--- src/rtl/processor_pkg.sv ---
// Shared processor definitions: datapath widths, register-file sizing and the
// ALU select encoding, so that control decode lives in exactly one place.
package processor_pkg;

  localparam int DATA_WIDTH     = 16;
  localparam int N_REGS         = 16;
  localparam int REG_ADDR_WIDTH = $clog2(N_REGS);

  typedef logic [DATA_WIDTH-1:0]     data_t;
  typedef logic [REG_ADDR_WIDTH-1:0] reg_addr_t;

  // ALU operation select, decoded identically by the ALU and by control.
  typedef enum logic [1:0] {
    ALU_PASS = 2'd0,
    ALU_ADD  = 2'd1,
    ALU_SUB  = 2'd2,
    ALU_AND  = 2'd3
  } alu_sel_e;

  // Reference behaviour of the ALU for a given select; arithmetic wraps.
  function automatic data_t alu_eval(input alu_sel_e sel, input data_t a, input data_t b);
    data_t res;
    case (sel)
      ALU_PASS: res = a;
      ALU_ADD:  res = a + b;
      ALU_SUB:  res = a - b;
      ALU_AND:  res = a & b;
      default:  res = {DATA_WIDTH{1'b0}};
    endcase
    return res;
  endfunction

endpackage

--- src/rtl/reg_file_2r1w_read_port.sv ---
// One registered read port of the register file: range check, storage mux,
// write-to-read bypass and the output register. Instantiated once per port.
module rf_read_port #(
  parameter int DATA_WIDTH = 16,
  parameter int N_REGS     = 16,
  parameter int ADDR_WIDTH = 4
) (
  input  logic                         clk,
  input  logic                         rst_n,
  input  logic                         rd_en,
  input  logic [ADDR_WIDTH-1:0]        rd_addr,
  input  logic                         w_en,
  input  logic [ADDR_WIDTH-1:0]        w_addr,
  input  logic [DATA_WIDTH-1:0]        w_data,
  input  logic [N_REGS*DATA_WIDTH-1:0] regs_flat,
  output logic [DATA_WIDTH-1:0]        rd_data
);

  logic                  rd_in_range_s;
  logic                  w_in_range_s;
  logic                  bypass_s;
  logic [DATA_WIDTH-1:0] stored_s;
  logic [DATA_WIDTH-1:0] next_data_s;
  logic [DATA_WIDTH-1:0] rd_data_r;

  // Select the addressed register (0 when out of range) and apply the bypass.
  always_comb begin
    rd_in_range_s = (32'(rd_addr) < N_REGS);
    w_in_range_s  = (32'(w_addr) < N_REGS);
    bypass_s      = w_en && (w_addr == rd_addr) && w_in_range_s;
    stored_s      = {DATA_WIDTH{1'b0}};
    for (int i = 0; i < N_REGS; i++) begin
      stored_s = (rd_in_range_s && (rd_addr == ADDR_WIDTH'(i)))
               ? regs_flat[i*DATA_WIDTH +: DATA_WIDTH] : stored_s;
    end
    if (bypass_s) begin
      next_data_s = w_data;
    end else begin
      next_data_s = stored_s;
    end
  end

  // Output register: loads only on an enabled read, otherwise holds.
  always_ff @(posedge clk or negedge rst_n) begin
    if (!rst_n) begin
      rd_data_r <= {DATA_WIDTH{1'b0}};
    end else if (rd_en) begin
      rd_data_r <= next_data_s;
    end else begin
      rd_data_r <= rd_data_r;
    end
  end

  assign rd_data = rd_data_r;

endmodule

--- src/rtl/reg_file_2r1w.sv ---
// Two-read / one-write register file feeding the ALU operands. Owns the
// storage array and write logic; each read port is a registered rf_read_port.
module reg_file_2r1w #(
  parameter int DATA_WIDTH = processor_pkg::DATA_WIDTH,
  parameter int N_REGS     = processor_pkg::N_REGS,
  localparam int ADDR_WIDTH = (N_REGS > 1) ? $clog2(N_REGS) : 1
) (
  input  logic                  Clk,
  input  logic                  Reset_n,
  input  logic                  W_en,
  input  logic [ADDR_WIDTH-1:0] W_addr,
  input  logic [DATA_WIDTH-1:0] W_data,
  input  logic                  Rp_en,
  input  logic [ADDR_WIDTH-1:0] Rp_addr,
  input  logic                  Rq_en,
  input  logic [ADDR_WIDTH-1:0] Rq_addr,
  output logic [DATA_WIDTH-1:0] Rp_data,
  output logic [DATA_WIDTH-1:0] Rq_data
);

  logic [DATA_WIDTH-1:0]        regs_r [N_REGS];
  logic [N_REGS*DATA_WIDTH-1:0] regs_flat_s;
  logic                         w_in_range_s;

  // Writes to indices beyond the populated range are dropped.
  always_comb begin
    w_in_range_s = (32'(W_addr) < N_REGS);
  end

  // Storage array: cleared on reset, one register updated per enabled write.
  always_ff @(posedge Clk or negedge Reset_n) begin
    if (!Reset_n) begin
      for (int i = 0; i < N_REGS; i++) begin
        regs_r[i] <= {DATA_WIDTH{1'b0}};
      end
    end else begin
      for (int i = 0; i < N_REGS; i++) begin
        if (W_en && w_in_range_s && (W_addr == ADDR_WIDTH'(i))) begin
          regs_r[i] <= W_data;
        end
      end
    end
  end

  for (genvar g = 0; g < N_REGS; g++) begin : g_flat
    assign regs_flat_s[g*DATA_WIDTH +: DATA_WIDTH] = regs_r[g];
  end

  rf_read_port #(
    .DATA_WIDTH (DATA_WIDTH),
    .N_REGS     (N_REGS),
    .ADDR_WIDTH (ADDR_WIDTH)
  ) u_port_p (
    .clk       (Clk),
    .rst_n     (Reset_n),
    .rd_en     (Rp_en),
    .rd_addr   (Rp_addr),
    .w_en      (W_en),
    .w_addr    (W_addr),
    .w_data    (W_data),
    .regs_flat (regs_flat_s),
    .rd_data   (Rp_data)
  );

  rf_read_port #(
    .DATA_WIDTH (DATA_WIDTH),
    .N_REGS     (N_REGS),
    .ADDR_WIDTH (ADDR_WIDTH)
  ) u_port_q (
    .clk       (Clk),
    .rst_n     (Reset_n),
    .rd_en     (Rq_en),
    .rd_addr   (Rq_addr),
    .w_en      (W_en),
    .w_addr    (W_addr),
    .w_data    (W_data),
    .regs_flat (regs_flat_s),
    .rd_data   (Rq_data)
  );

endmodule

--- config.mk ---
export PLATFORM = sky130hd
export DESIGN_NAME = reg_file_2r1w
export DESIGN_NICKNAME = d
export VERILOG_FILES = /design/src/rtl/processor_pkg.sv /design/src/rtl/reg_file_2r1w_read_port.sv /design/src/rtl/reg_file_2r1w.sv
export SDC_FILE = /design/constraint.sdc
export NUM_CORES = 1
export LEC_CHECK = 0
export ABC_AREA = 1
export CELL_PAD_IN_SITES_DETAIL_PLACEMENT = 1
export CELL_PAD_IN_SITES_GLOBAL_PLACEMENT = 2
export CORE_MARGIN = 5
export CORE_UTILIZATION = 35
export CTS_BUF_LIST = sky130_fd_sc_hd__clkbuf_8 sky130_fd_sc_hd__clkbuf_16
export DETAILED_ROUTE_END_ITERATION = 10
export GPL_TIMING_DRIVEN = 0
export PLACE_DENSITY = 0.79
export SETUP_SLACK_MARGIN = 0.05
export SLEW_MARGIN = 0
export SYNTH_ARGS = -nofsm -noshare
export SYNTH_HDL_FRONTEND = slang
export SYNTH_SLANG_ARGS = --single-unit
--- constraint.sdc ---
create_clock -name Clk -period 3.25 [get_ports Clk]
set_clock_uncertainty 0.05 [all_clocks]
set_input_delay 0.65 -clock Clk [delete_from_list [all_inputs] [get_ports Clk]]
set_output_delay 0.65 -clock Clk [all_outputs]
set_load 0.005 [all_outputs]
==> deck_impl_summary.md, run 1 <==
Flow Results at a Glance

Outcome
  – Status: finished, violations left
  – Violated checks: negative hold slack, negative setup slack

Timing
  – Setup WS post-layout: -0.0578 ns
  – Max_slew headroom: 0.102
  – Final setup fails: 2
  – Setup TNS: -0.0718 ns
  – Worst slew pin tran: ~1.3 ns
  – Final hold violations: 1
  – Hold Slack: -0.00188 ns
  – Fmax: between 0.3 and 0.4 GHz

Logic synthesis
  – Synth Net Count: 2144
  – Main logic family after synthesis: simple AND/OR/NAND/NOR gates
  – And+or+nand+nor area frac: 0.319
  – Synth warn: 0
  – Xor/xnor share: 0.00117
  – EDFF count, synth: 0
  – Ys async rst share: 1.00
  – Seq/Total Area, Yosys: 0.483
  – FF+latch count, synth: approximately 290

Cells and area
  – Flop share of the area: 0.413
  – Share of cells above drive strength 1: 0.0537
  – Max reg flops: 256
  – Nonclk inv count: between 150 and 200
  – Clock buf count: ~45
  – Comb area: ~6700 um^2

Setup path
  – CP top delay family: simple AND/OR/NAND/NOR gates
  – Worst reg2reg startpoint: regs_flat_s[11]
  – Worst R2R Setup Slack: about 0.6 ns
  – Cell depth of the worst flop-to-flop path: 12
  – CP arrival: ~3.7 ns
  – Most used cell, CP: nand2_1
  – Setup crit start: Rq_addr[1]
  – CP Depth: 17

Power
  – Clock power share: 0.360
  – P_leak: slightly above 0.008 uW
  – P_int: between 7000 and 8000 uW

Place
  – Gpl congestion: between 0.9 and 1
  – Placed Cells: about 2700
  – Placed cell areas: around 16000 um^2

CTS
  – Sinks on the clock net: about 290
  – Clk slew on worst S/H paths: roughly 0.060 ns
  – Clk Latency, worst-skew pair: 0.55 ns
  – TritonCTS clock tree: yes

Drt
  – DR vias/cell: around 5.5
  – Post-detailed-route count of antenna-violating nets: 0

Global route
  – Initial antenna violation count: 3
  – First-pass GRT wire length: about 110000 um

Worst hold path
  – Type of the most critical hold path: in2async
==> run 1: synth_stat cells, types with 5 or more instances <==
cell	n	area (um^2)
nor2_2	5	31.3
nand4_1	67	419
nand2_1	777	2920
o21ai_0	294	1470
nand3_1	84	420
nor3_1	5	25.0
nor2_1	202	758
inv_1	178	668
a21oi_1	68	340
buf_2	11	55.1
dfrtp_1	288	7210
clkbuf_1	92	345
or2_2	20	125
==> run 1: per-layer routing <==
| metal | share of wire | vias to the layer above |
|---|---|---|
| li1 | - | 6932 |
| met1 | 0.42 | 7691 |
| met2 | 0.49 | 456 |
| met3 | 0.045 | 137 |
| met4 | 0.051 | 0 |
| met5 | 0 | - |
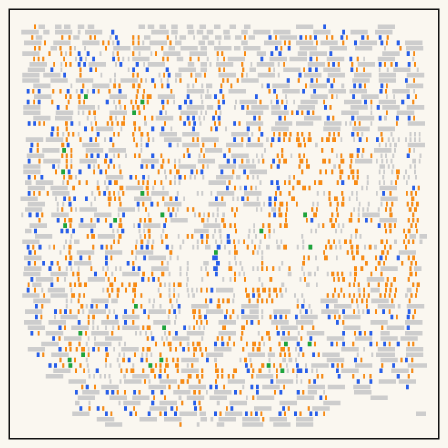
Figure 1: run 1, logic cells by family.
| family | color | cells | most used |
|---|---|---|---|
| nand cells | orange | 930 | nand2_1 |
| and/or cells | green | 25 | or2_2 |
| aoi and oai cells | blue | 367 | o21ai_0 |
most frequent logic cell in the layout: nand2_1
logic share of the area: 0.382
Finished Layout Cells: 2777

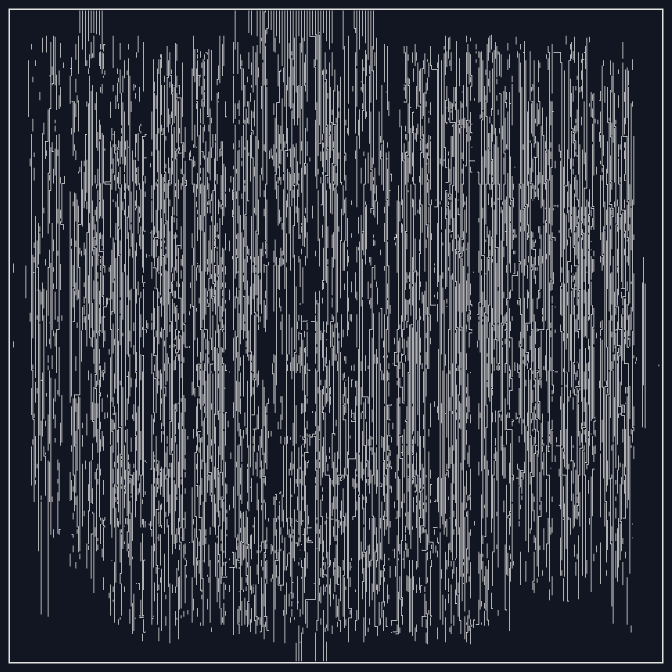
Figure 2: run 1, metal 2.
nets with wire on the layer: 1846
longest straight run: 97.2 um
Via Count: 15200
DRT Wirelength: 74300 um
met2 usage: 0.533

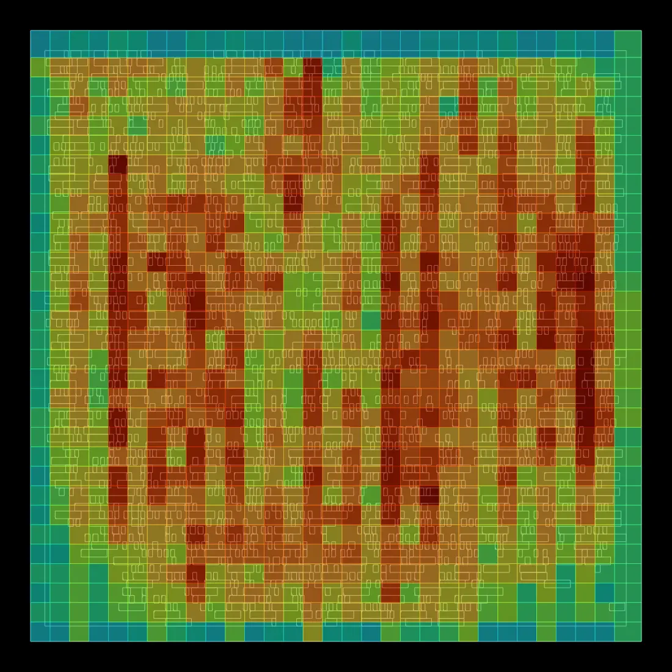
Figure 3: run 1, routing congestion.
Tot GR Track Use: 0.315
Wirelength per Cell: 26.8 um
Util after Layout: 0.415
GRT busiest layer: met2

==> run 2, diff against run 1 <==
- SKIP_CTS_REPAIR_TIMING: not set -> 1
==> run 2 against run 1 <==
- synthesized cell count unchanged
- the run still ends with negative hold slack, negative setup slack left
- clock power hardly changed
- largest power group unchanged
- routed wire length barely moved
- global-route usage hardly changed
- utilization barely moved
- largest cell class unchanged
- highest routed layer unchanged
- combinational power is essentially flat
==> deck_impl_summary.md, run 2 <==
Flow Results at a Glance

Setup path
  – Cell depth of the worst flop-to-flop path: 10 (-2)
  – CP arrival: 3.76 ns (+0.07 ns)
  – Worst R2R Setup Slack: 0.54 ns (-0.06 ns)
  – Worst reg2reg startpoint: regs_flat_s[38]

Cells and area
  – Clock buf count: 45 (unchanged)
  – Nonclk inv count: 180 (unchanged)
  – Flop share of the area: 0.413 (-0.000444)
  – Max reg flops: 256 (unchanged)
  – Comb area: 6670 um^2 (+0.11%)

Outcome
  – Status: finished, violations left
  – Violated checks: negative hold slack, negative setup slack

Timing
  – Final setup fails: 4 (+2)
  – Final hold violations: 1 (unchanged)
  – Max_slew headroom: 0.137 (+0.0352)
  – Setup WS post-layout: -0.122 ns (-0.0643 ns)
  – Hold Slack: -0.0144 ns (-0.0126 ns)

Place
  – Gpl congestion: 0.980 (unchanged)

Global route
  – First-pass GRT wire length: 108000 um (about the same)

Logic synthesis
  – Main logic family after synthesis: simple AND/OR/NAND/NOR gates
  – Top-area cell type share of the netlist area: 0.483 (unchanged)
  – Most frequent cells after synthesis: nand2_1 (777), o21ai_0 (294), dfrtp_1 (288), nor2_1 (202), inv_1 (178)

CTS
  – TritonCTS clock tree: yes
  – Clk slew on worst S/H paths: 0.06 ns (about the same)
  – Clk Latency, worst-skew pair: 0.55 ns (about the same)

Drt
  – DR vias/cell: 5.49 (+0.26%)
  – Post-detailed-route count of antenna-violating nets: 0 (unchanged)
  – DRT Wirelength: 74400 um (about the same)

Power
  – P_int: 7330 uW (about the same)
## run 2: cell counts after synthesis
Identical to the previous run, type by type.
## run 2: worst max-delay path by stage
stage / slack, ns / startpoint / to
floorplan: 1.12 / Rp_addr[2] / u_port_p.rd_data[8]
detailed placement: -1.14 / Rp_addr[1] / u_port_p.rd_data[6]
finish: -0.12 / Rp_addr[3] / u_port_p.rd_data[6]
global route: 0.01 / Rp_addr[3] / u_port_p.rd_data[6]
CTS: -0.56 / Rp_addr[1] / u_port_p.rd_data[6]
global placement: -11.57 / Reset_n / u_port_p.rd_data[4]
## run 2: per-layer routing
metal	vias up	wire length [um]	track usage
li1	6932	-	-
met1	7739	31300	0.409
met3	136	3130	0.0320
met5	-	0	0
met2	449	36200	0.533
met4	0	3730	0.142
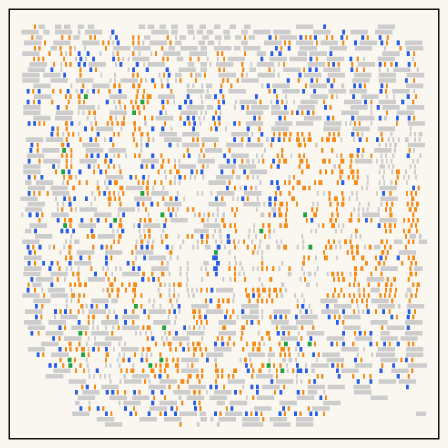
Figure 4: run 2, logic cells by family.
| family | color | cells | most used |
|---|---|---|---|
| aoi and oai cells | blue | 367 | o21ai_0 |
| nand cells | orange | 930 | nand2_1 |
| and/or cells | green | 25 | or2_2 |
logic share of the area: 0.382

Figure 5. Metal 2 (run 2).
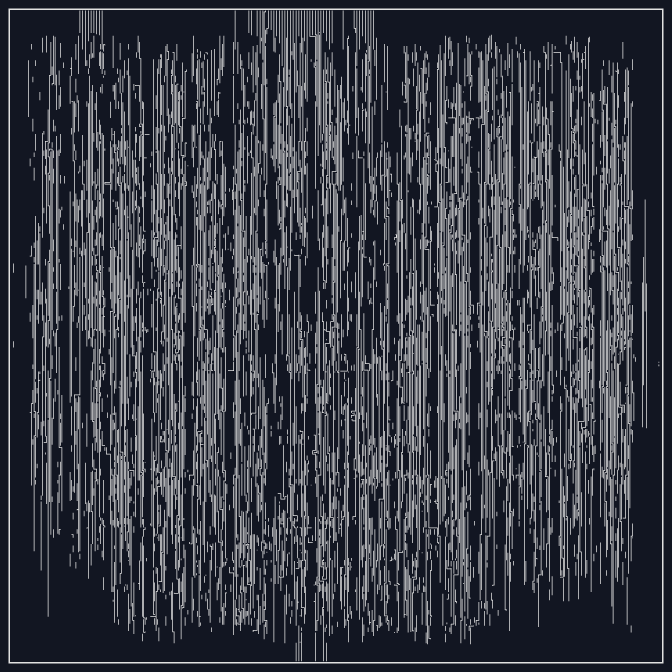

==> run 3, diff against run 2 <==
- CORE_UTILIZATION: 35 -> 26
- PLACE_DENSITY: 0.79 -> 0.61
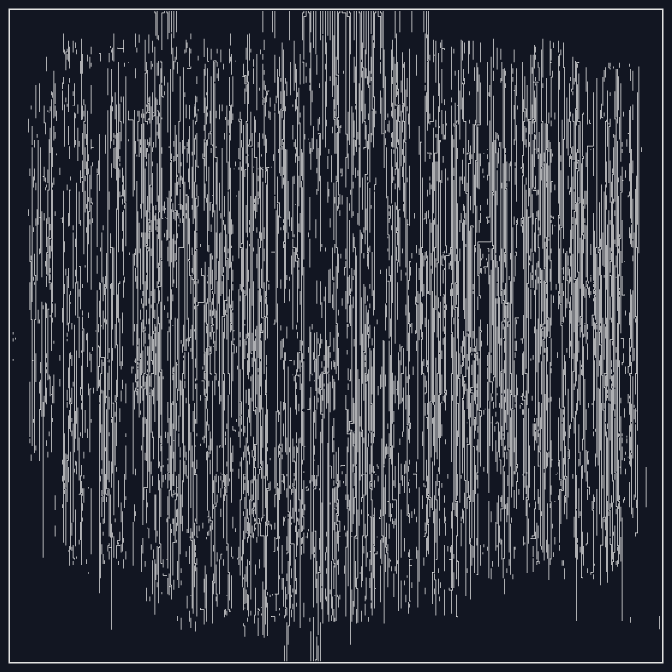
Figure 6: run 3, metal 2.
wire length on this layer: 39.9 mm
longest straight run: 135 um
main direction: vertical
met2 usage: 0.441
Via Count: 15100
DRT Wirelength: 82200 um

==> run 3 against run 2 <==
- highest routed layer unchanged
- cell count increased by 8.1%
- largest cell class unchanged
- critical path type unchanged
- synthesized area unchanged
- first-iteration DRC count is 17% lower
- non-clock buffer count up 1
- the run now ends clean
==> deck_impl_summary.md, run 3 <==
Flow Results at a Glance

Setup path
  – Setup crit start: Rq_addr[0]
  – Worst reg2reg startpoint: regs_flat_s[43]
  – Cell depth of the worst flop-to-flop path: 12 (+2)
  – CP arrival: 3.64 ns (-0.12 ns)

Outcome
  – Status: finished, final reports clean

Die
  – Die Y: approximately 250 um

CTS
  – Clk Latency, worst-skew pair: 0.57 ns (+0.02 ns)
  – TritonCTS clock tree: yes
  – Clk slew on worst S/H paths: 0.06 ns (about the same)

Power
  – Design Power: roughly 11000 uW
  – Combinational Power Share: 0.183
  – P_int: 7390 uW (+0.88%)
  – Peak supply drop: 0.000329 V

Timing
  – Max_slew headroom: 0.0444 (-0.0929)
  – Final hold violations: 0 (-1)
  – Final setup fails: 0 (-4)
  – Hold Slack: 0.0459 ns (+0.0603 ns)

Global route
  – GRT met3 Usage: 0.0330 (+0.00105)
  – First-pass GRT wire length: 116000 um (+8.2%)
  – GRT busiest layer: met2
  – Met1 GRT Util: 0.339 (-0.0698)

Logic synthesis
  – Top-area cell type share of the netlist area: 0.483 (unchanged)

Drt
  – Wirelength per Cell: 27.4 um
  – Post-detailed-route count of antenna-violating nets: 0 (unchanged)
  – Routed wl met2: 39900 um (+10%)
  – DR vias/cell: 5.02 (-8.6%)
  – Max Used Layer: met4
  – Met3 Wirelength: 3280 um (+4.8%)

Place
  – Gpl congestion: 0.919 (-6.2%)
[run 3: kinds of logic (layout without fill, tap and decap cells)]
kind of cell / after synthesis / after routing / synth area share
xor gates and xnor gates: 2 / 2 / 0.00117
buffers and inverters: 286 / 416 / 0.0734
DFF: 288 / 288 / 0.483
other: 0 / 4 / 0
AOI/OAI and AO/OA: 367 / 367 / 0.124
and+or+nand+nor: 1168 / 1168 / 0.319
[run 3: cell type report]
cell class | instances | area, um^2
fillers | 7082 | 38800
flip-flops and latches | 288 | 7210
multi-input cells | 1537 | 6710
clock buffers | 43 | 1010
well taps | 756 | 946
inverters | 180 | 676
repair buffers | 64 | 671
plain buffers | 106 | 427
clock inverters | 23 | 198
diodes | 4 | 10.0
Power and IR drop assume default switching activity.
